===== config.mk =====
export PLATFORM = sky130hd
export DESIGN_NAME = processor_cpu_oci_dct_packer
export DESIGN_NICKNAME = d
export VERILOG_FILES = /design/src/rtl/processor_cpu_oci_dct_packer.sv
export SDC_FILE = /design/constraint.sdc
export NUM_CORES = 1
export LEC_CHECK = 0
export CAP_MARGIN = 20
export CORE_MARGIN = 5
export CORE_UTILIZATION = 45
export DETAILED_ROUTE_END_ITERATION = 8
export GPL_ROUTABILITY_DRIVEN = 0
export PLACE_DENSITY_LB_ADDON = 0.12
export SLEW_MARGIN = 40
export SYNTH_ARGS = -nofsm -noshare
export SYNTH_HDL_FRONTEND = slang
export SYNTH_SLANG_ARGS = --single-unit

===== constraint.sdc =====
create_clock -name clk -period 3 [get_ports clk]
set_input_delay 0.45 -clock clk [delete_from_list [all_inputs] [get_ports clk]]
set_output_delay 0.45 -clock clk [all_outputs]
set_load 0.005 [all_outputs]

===== src/rtl/processor_cpu_oci_dct_packer.sv =====
`default_nettype none
// ============================================================================
// Module   : processor_cpu_oci_dct_packer
// Brief    : Packs 2-bit OCI trace atoms LSB-first into a 30-bit DCT buffer and
//            hands full or flushed buffers downstream as valid/ready frames.
// Revision : 1.0 - initial release
// ============================================================================
module processor_cpu_oci_dct_packer #(
    parameter int ATOM_W = 2,
    parameter int DEPTH  = 15
) (
    input  logic                      clk,
    input  logic                      reset,
    input  logic                      atom_valid,
    input  logic [ATOM_W-1:0]         atom_data,
    output logic                      atom_ready,
    input  logic                      flush,
    output logic [ATOM_W*DEPTH-1:0]   dct_buffer,
    output logic [3:0]                dct_count,
    output logic                      frame_valid,
    output logic [ATOM_W*DEPTH-1:0]   frame_data,
    output logic [3:0]                frame_count,
    input  logic                      frame_ready,
    output logic                      trace_empty
);

    localparam int         c_BUF_W = ATOM_W * DEPTH;
    localparam logic [3:0] c_FULL  = 4'(DEPTH);

    logic [c_BUF_W-1:0] buf_q, buf_d;
    logic [3:0]         count_q, count_d;
    logic               flush_pend_q, flush_pend_d;
    logic               fvalid_q, fvalid_d;
    logic [c_BUF_W-1:0] fdata_q, fdata_d;
    logic [3:0]         fcount_q, fcount_d;

    logic               w_full;
    logic               w_empty;
    logic               w_slot_free;
    logic               w_xfer;
    logic               w_ready;
    logic               w_accept;
    logic [5:0]         w_shamt;
    logic [c_BUF_W-1:0] w_atom_ext;
    logic [c_BUF_W-1:0] w_atom_pos;

    assign w_full      = (count_q == c_FULL);
    assign w_empty     = (count_q == 4'd0);
    assign w_slot_free = !fvalid_q || frame_ready;
    assign w_xfer      = (w_full || (flush_pend_q && !w_empty)) && w_slot_free;
    assign w_ready     = !w_full || w_xfer;
    assign w_accept    = atom_valid && w_ready;
    assign w_shamt     = 6'(count_q) * 6'(ATOM_W);
    assign w_atom_ext  = c_BUF_W'(atom_data);
    // Unwritten positions are always zero, so OR-ing the new atom in is enough.
    assign w_atom_pos  = w_atom_ext << w_shamt;

    always_comb begin
        buf_d    = buf_q;
        count_d  = count_q;
        fvalid_d = fvalid_q;
        fdata_d  = fdata_q;
        fcount_d = fcount_q;
        if (w_xfer) begin
            fdata_d  = buf_q;
            fcount_d = count_q;
            fvalid_d = 1'b1;
            // An atom accepted alongside a transfer starts the next buffer.
            buf_d    = w_accept ? w_atom_ext : '0;
            count_d  = w_accept ? 4'd1 : 4'd0;
        end else begin
            if (frame_ready) begin
                fvalid_d = 1'b0;
            end
            if (w_accept) begin
                buf_d   = buf_q | w_atom_pos;
                count_d = count_q + 4'd1;
            end
        end
        flush_pend_d = flush || (flush_pend_q && !w_xfer && !(w_empty && !w_accept));
    end

    always_ff @(posedge clk or posedge reset) begin
        if (reset) begin
            buf_q        <= '0;
            count_q      <= 4'd0;
            flush_pend_q <= 1'b0;
            fvalid_q     <= 1'b0;
            fdata_q      <= '0;
            fcount_q     <= 4'd0;
        end else begin
            buf_q        <= buf_d;
            count_q      <= count_d;
            flush_pend_q <= flush_pend_d;
            fvalid_q     <= fvalid_d;
            fdata_q      <= fdata_d;
            fcount_q     <= fcount_d;
        end
    end

    assign atom_ready  = w_ready;
    assign dct_buffer  = buf_q;
    assign dct_count   = count_q;
    assign frame_valid = fvalid_q;
    assign frame_data  = fdata_q;
    assign frame_count = fcount_q;
    assign trace_empty = w_empty && !flush_pend_q && !fvalid_q;

endmodule
`default_nettype wire

Figure 1. Signal wires by layer (run 1).
Bar = 20 um. Only two layers are drawn.
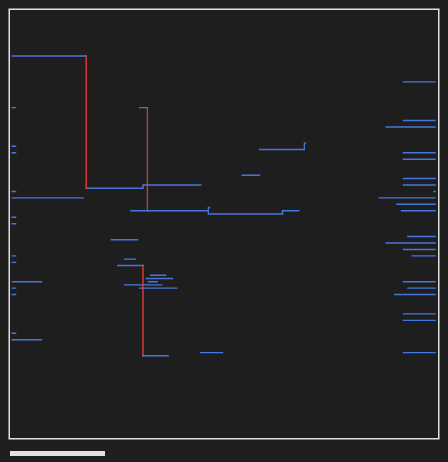
[red] M4 | wire length: 68.7 um
[blue] M3 | wire length: 325 um
Routed wire per std cell: 16.2 um
vias after detailed routing: 2,043
Tot GR Track Use: 16.6%

Figure 2. Placement by cell class (run 1).
Bar = 20 um.
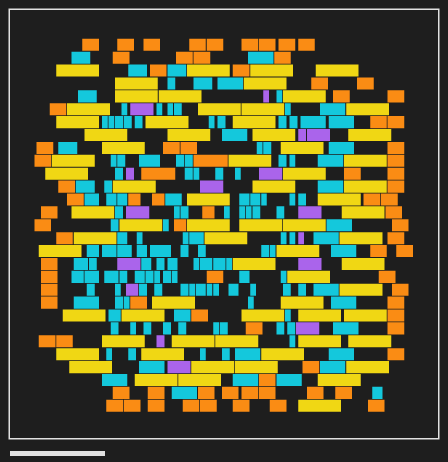
[orange] remaining buffers and delay cells | cells: 83 | share of their area: 22%
[purple] clock drivers and dummy loads | cells: 16 | share of their area: 4.4%
[cyan] remaining logic cells | cells: 150 | share of their area: 28%
[yellow] registers | cells: 70 | share of their area: 46%
Seq area share: 44.7%
area of the core: 6310 sq um
Std-Cell Rows: 29

==> results.txt, run 1 <==
Flow results are below.

- The run finished with clean final reports.
- The chip area is roughly 8000 sq um, for reference.
- The area taken by multi-input combinational cells is reported as 1040 sq um.
- Per STA, the endpoint of the critical path is frame_data[12]$_DFFE_PP0N_.
- In the final layout, clock buffers and inverters account for under 10% of the cell area.
- The clock distribution power is roughly 0.65 mW, for reference.
- The number of top-level pins is roughly 78, for reference.
- The post-DP HPWL is roughly 4600 um, for reference.
- The main area contributors are dfrtp_1, mux2_4, a21oi_1, nor2_1, mux2_2.
- Per the final layout report, the fraction of cells sized above drive strength 1 comes to around 18%.
- Summing every instance area after synthesis gives 2900 sq um.
- Of the available clock period, the critical path in the final layout requires 82.7%.
- The count of multi-input gates is around 150, for reference.
- For reference, the final report shows the max-slew violation count at 0.
- The leading register cell type out of synthesis is dfrtp_1, for reference.
- The total clock sinks is 70, for reference.
- For reference, compound AND-OR and OR-AND cells occupy a little under a tenth of the area reported after synthesis.
- The post-synthesis average cell area is between 10 and 15 sq um, for reference.
- The cell-mix breakdown from Yosys lists the XOR/XNOR area share as 0%.
- The top cell types in the final layout, fill and taps aside, are clkdlybuf4s50_1, dfrtp_1, nor2_1.
- The floorplan-stage core utilization is 46.0%, for reference.
- The leakage power in the latest report is roughly 1.8 nW.
- The highest layer used for signal routing is met4, for reference.
- The reg-to-reg startpoint is dct_count[1]$_DFFE_PP0P_, for reference.
- Sequential cells were found to cover 60.4% of the synthesized design area.
- Combinational logic is responsible for 43.5% of the overall power.
- The worst setup path startpoint is dct_count[1]$_DFFE_PP0P_, for reference.
- The endpoint required time on the critical path is between 3 and 4 ns, for reference.
- The final hold violation count recorded for this run is 0.
- After detailed routing, the number of remaining DRC violations is 0.
- In the hold report, the worst path ends at frame_count[2]$_DFFE_PP0N_.
- The top achievable clock speed is 403 MHz, for reference.
- The met2 usage in global routing is 24.1%, for reference.
- The total net switching power is 1.24 mW, for reference.
- The data arrival time reported for the critical path is around 2.7 ns.
- Setup repair after global routing left no endpoint under its margin.
- CTS added clock buffers totalling 9.
- The cell-mix breakdown from Yosys lists the adder-cell area share as less than 1%.
- The number of placed instances, taps included, is 380.
- The switching portion of total power comes to 34.8%.
- The critical path contains buffers and inverters numbering 2 combined.
- The relative slew slack is 55.9%, for reference.
- The layer with the highest usage after global routing is met2, for reference.
- The post-place setup slack is around 0.43 ns, for reference.
- The most critical hold endpoint after final layout shows a slack of 0.497 ns.
- The classification of the worst-slack hold path is flop to flop, for reference.
- The tally of max-capacitance violations is 0, for reference.
- The tap cell instance count is between 70 and 80, for reference.
- Global routing used 4.17% of the available met3 tracks.
- Looking at the reg2reg group, the worst path ends at frame_data[12]$_DFFE_PP0N_.
- The count of nets left with antenna violations after detail routing is 0, for reference.
- For the final database, setup skew stands at between 0.007 and 0.008 ns.
- The clock share of power is a little under a fifth, for reference.
- The worst setup slack after layout is 0.519 ns, for reference.
- The synthesis run shows the most used standard cells to be dfrtp_1, nor2_1, a21oi_1.
- The routed design has 6420 um of wire.
- The leading area contributor after synthesis is dfrtp_1, for reference.
- The final cell count without fillers is 396, for reference.
- The startpoint identified for the worst hold timing path is frame_count[2]$_DFFE_PP0N_.
- The non-clock buffer instance count of the final layout is ~83, for reference.
- The total power density per cell area is slightly above 900 nW/um^2, for reference.
- The total of buffers placed on input and output ports is ~77, for reference.
- The via count of the first global-routing pass came to a little over 2,000.
- The first global-routing pass estimated 10,900 um of wire.
- The sequential cell count is around 70, for reference.
- Synthesis inferred about 70 register bits.
- The most frequently used library cell after synthesis is dfrtp_1.
- Per the detail_route log, met2 wirelength is between 2000 and 3000 um.
- Adding up every negative setup slack in the final design gives 0 ns.
- The number of warnings reported in the yosys synthesis log is 0, for reference.
- The overall die height is ~90 um, for reference.
- The library cell used as clock root buffer is clkbuf_8, for reference.
- Non-clock buffering takes up between 20% and 30% of total cell area after layout.
- The biggest combinational cell group after synthesis is multiplexers, for reference.
- Per the post-synthesis report, the nets total ~240.
- After synthesis, the largest area contributor takes up between 60 and 70% of total cell area.
- The largest vdd supply drop is 0.616 mV, for reference.
- The layout has about 540 filler cells.
- STA reports a reg2reg setup slack of 0.52 ns.
- The kind of cell adding the most delay to the critical path is simple AND/OR/NAND/NOR gates, for reference.
- STA classifies the critical path startpoint as a flop.
- The combinational logic power is between 1.5 and 2 mW, for reference.
- The design area is 3920 sq um, for reference.
- Between the synthesized netlist and the finished layout, the area growth was recorded as 35.0%.
- The number of warnings in the stage logs is 27, for reference.
- The count of cell types in the netlist is 29, for reference.
- The clock network latency to the later pin of the worst-skew pair is about 0.34 ns, for reference.
- The number of antenna violations at the first check in global routing is 0, for reference.
- The worst hold path stage count is 1, for reference.
Figure 3. Sequential cells grouped by signal name (run 1).
Bar = 20 um. Other sequential cells in the stronger grey, the rest of the logic in the fainter grey.
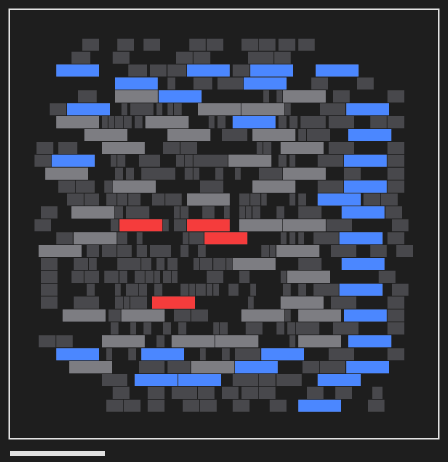
[blue] `frame_data` | sequential cells: 30 | where: widely spread
[red] `dct_count` | sequential cells: 4 | where: centre
final cell utilization of the core: 62.0%
footprint of the flip-flops and latches: 1750 sq um
Flop+latch power: 1.36 mW

Figure 4. Gate-type map (run 1).
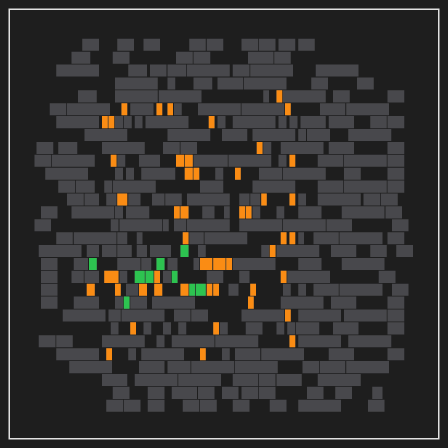

==> run 2: changes to the inputs <==
Settings changed: CORE_UTILIZATION 45 to 43.
Clock period 3 ns to 2.04 ns, I/O delays scaled along.
Figure 5. Gate-type map (run 2).
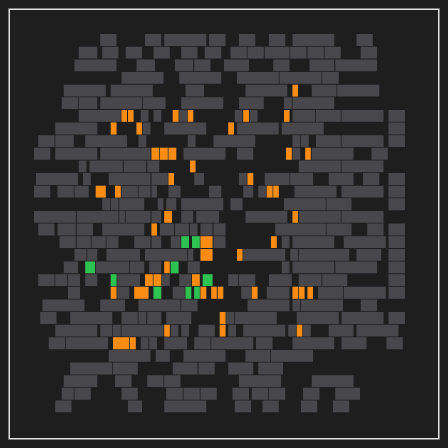
[orange] nor cells | cells: 48 | most used: nor2_1
[green] nand cells | cells: 9 | most used: nand3_1
non-filler instance count after layout: 413
combinational share of cell area: 25.4%
most instantiated logic cell after routing: clkdlybuf4s50_1

==> results.txt, run 2 <==
Flow results are below.

- The average detailed-routed wire length per instance is 17.0 um (+4.7%), for reference.
- The classification of the worst-slack hold path is input pin to asynchronous set/reset pin, for reference.
- The final clock skew came to 0.00775 ns (+0.000104 ns).
- The hold slack was 0.390 ns (-0.107 ns).
- The met3 track demand over resource in global routing is 5.25% (+1.1 points), for reference.
- The area share of xor/xnor cells in the synthesized design is 0% (unchanged), for reference.
- The portion of synthesized cell area occupied by the leading cell type was 60.4% (unchanged).
- The post-DP HPWL is 4860 um (+5.9%), for reference.
- The adder and majority gate portion of the synthesized area was 0.862% (unchanged).
- The post-route core utilization is 62.1% (about the same).
- The relative slew slack is 60.0% (+4.0 points), for reference.
- The count of final max-slew check failures was 0 (unchanged).
- In the layout the commonest cells are clkdlybuf4s50_1, dfrtp_1, nor2_1.
- The reg-to-reg startpoint is dct_count[0]$_DFFE_PP0P_, for reference.
- The run finished with clean final reports.
- The data arrival at the endpoint of the critical path is 2.12 ns (-0.58 ns), for reference.
- The met2 wire length is 3290 um (+11%), for reference.
- The residual DRC count is 0 (unchanged), for reference.
- The post-synthesis average cell area is 12.5 sq um (unchanged), for reference.
- The number of rows created at floorplan came to 30 (+3.4%).
- The power share of the combinational group is 44.0% (+0.5 points).
- The met2 usage in global routing came to 28.1% (+4.0 points).
- The slack of the worst reg-to-reg path came to 0.15 ns (-0.37 ns).
- The netlist area before placement is 2900 sq um (unchanged), for reference.
- The total wirelength of the detailed-routed design came to 7010 um (+9.2%).
- The kind of cell adding the most delay to the critical path is simple AND/OR/NAND/NOR gates, for reference.
- The clock distribution power is 1.37 mW (+110%), for reference.
- The and-or/or-and share of the synthesized area is 9.49% (unchanged), for reference.
- The number of warnings in the stage logs came to 27 (unchanged).
- The total clock sinks is 70 (unchanged), for reference.
- The number of buffers added by the clock tree synthesis step is 9 (unchanged), for reference.
- The placed cell count is 397 (+4.5%), for reference.
- The highest layer used for signal routing is met4, for reference.
- The synthesized design spends more area on one cell type than any other, namely dfrtp_1.
- The tally of max-capacitance violations is 0 (unchanged).
- The design area came to 4150 sq um (+5.9%).
- The largest vdd supply drop is 1.19 mV (+93%).
- The clock-cell share of area is 5.88% (+1.6 points), for reference.
- The net count of the mapped netlist came to 241 (unchanged).
- The via count of the first global-routing pass is 2,289 (+13%), for reference.
Power figures rest on the tool's default switching activity, not on a simulated workload.
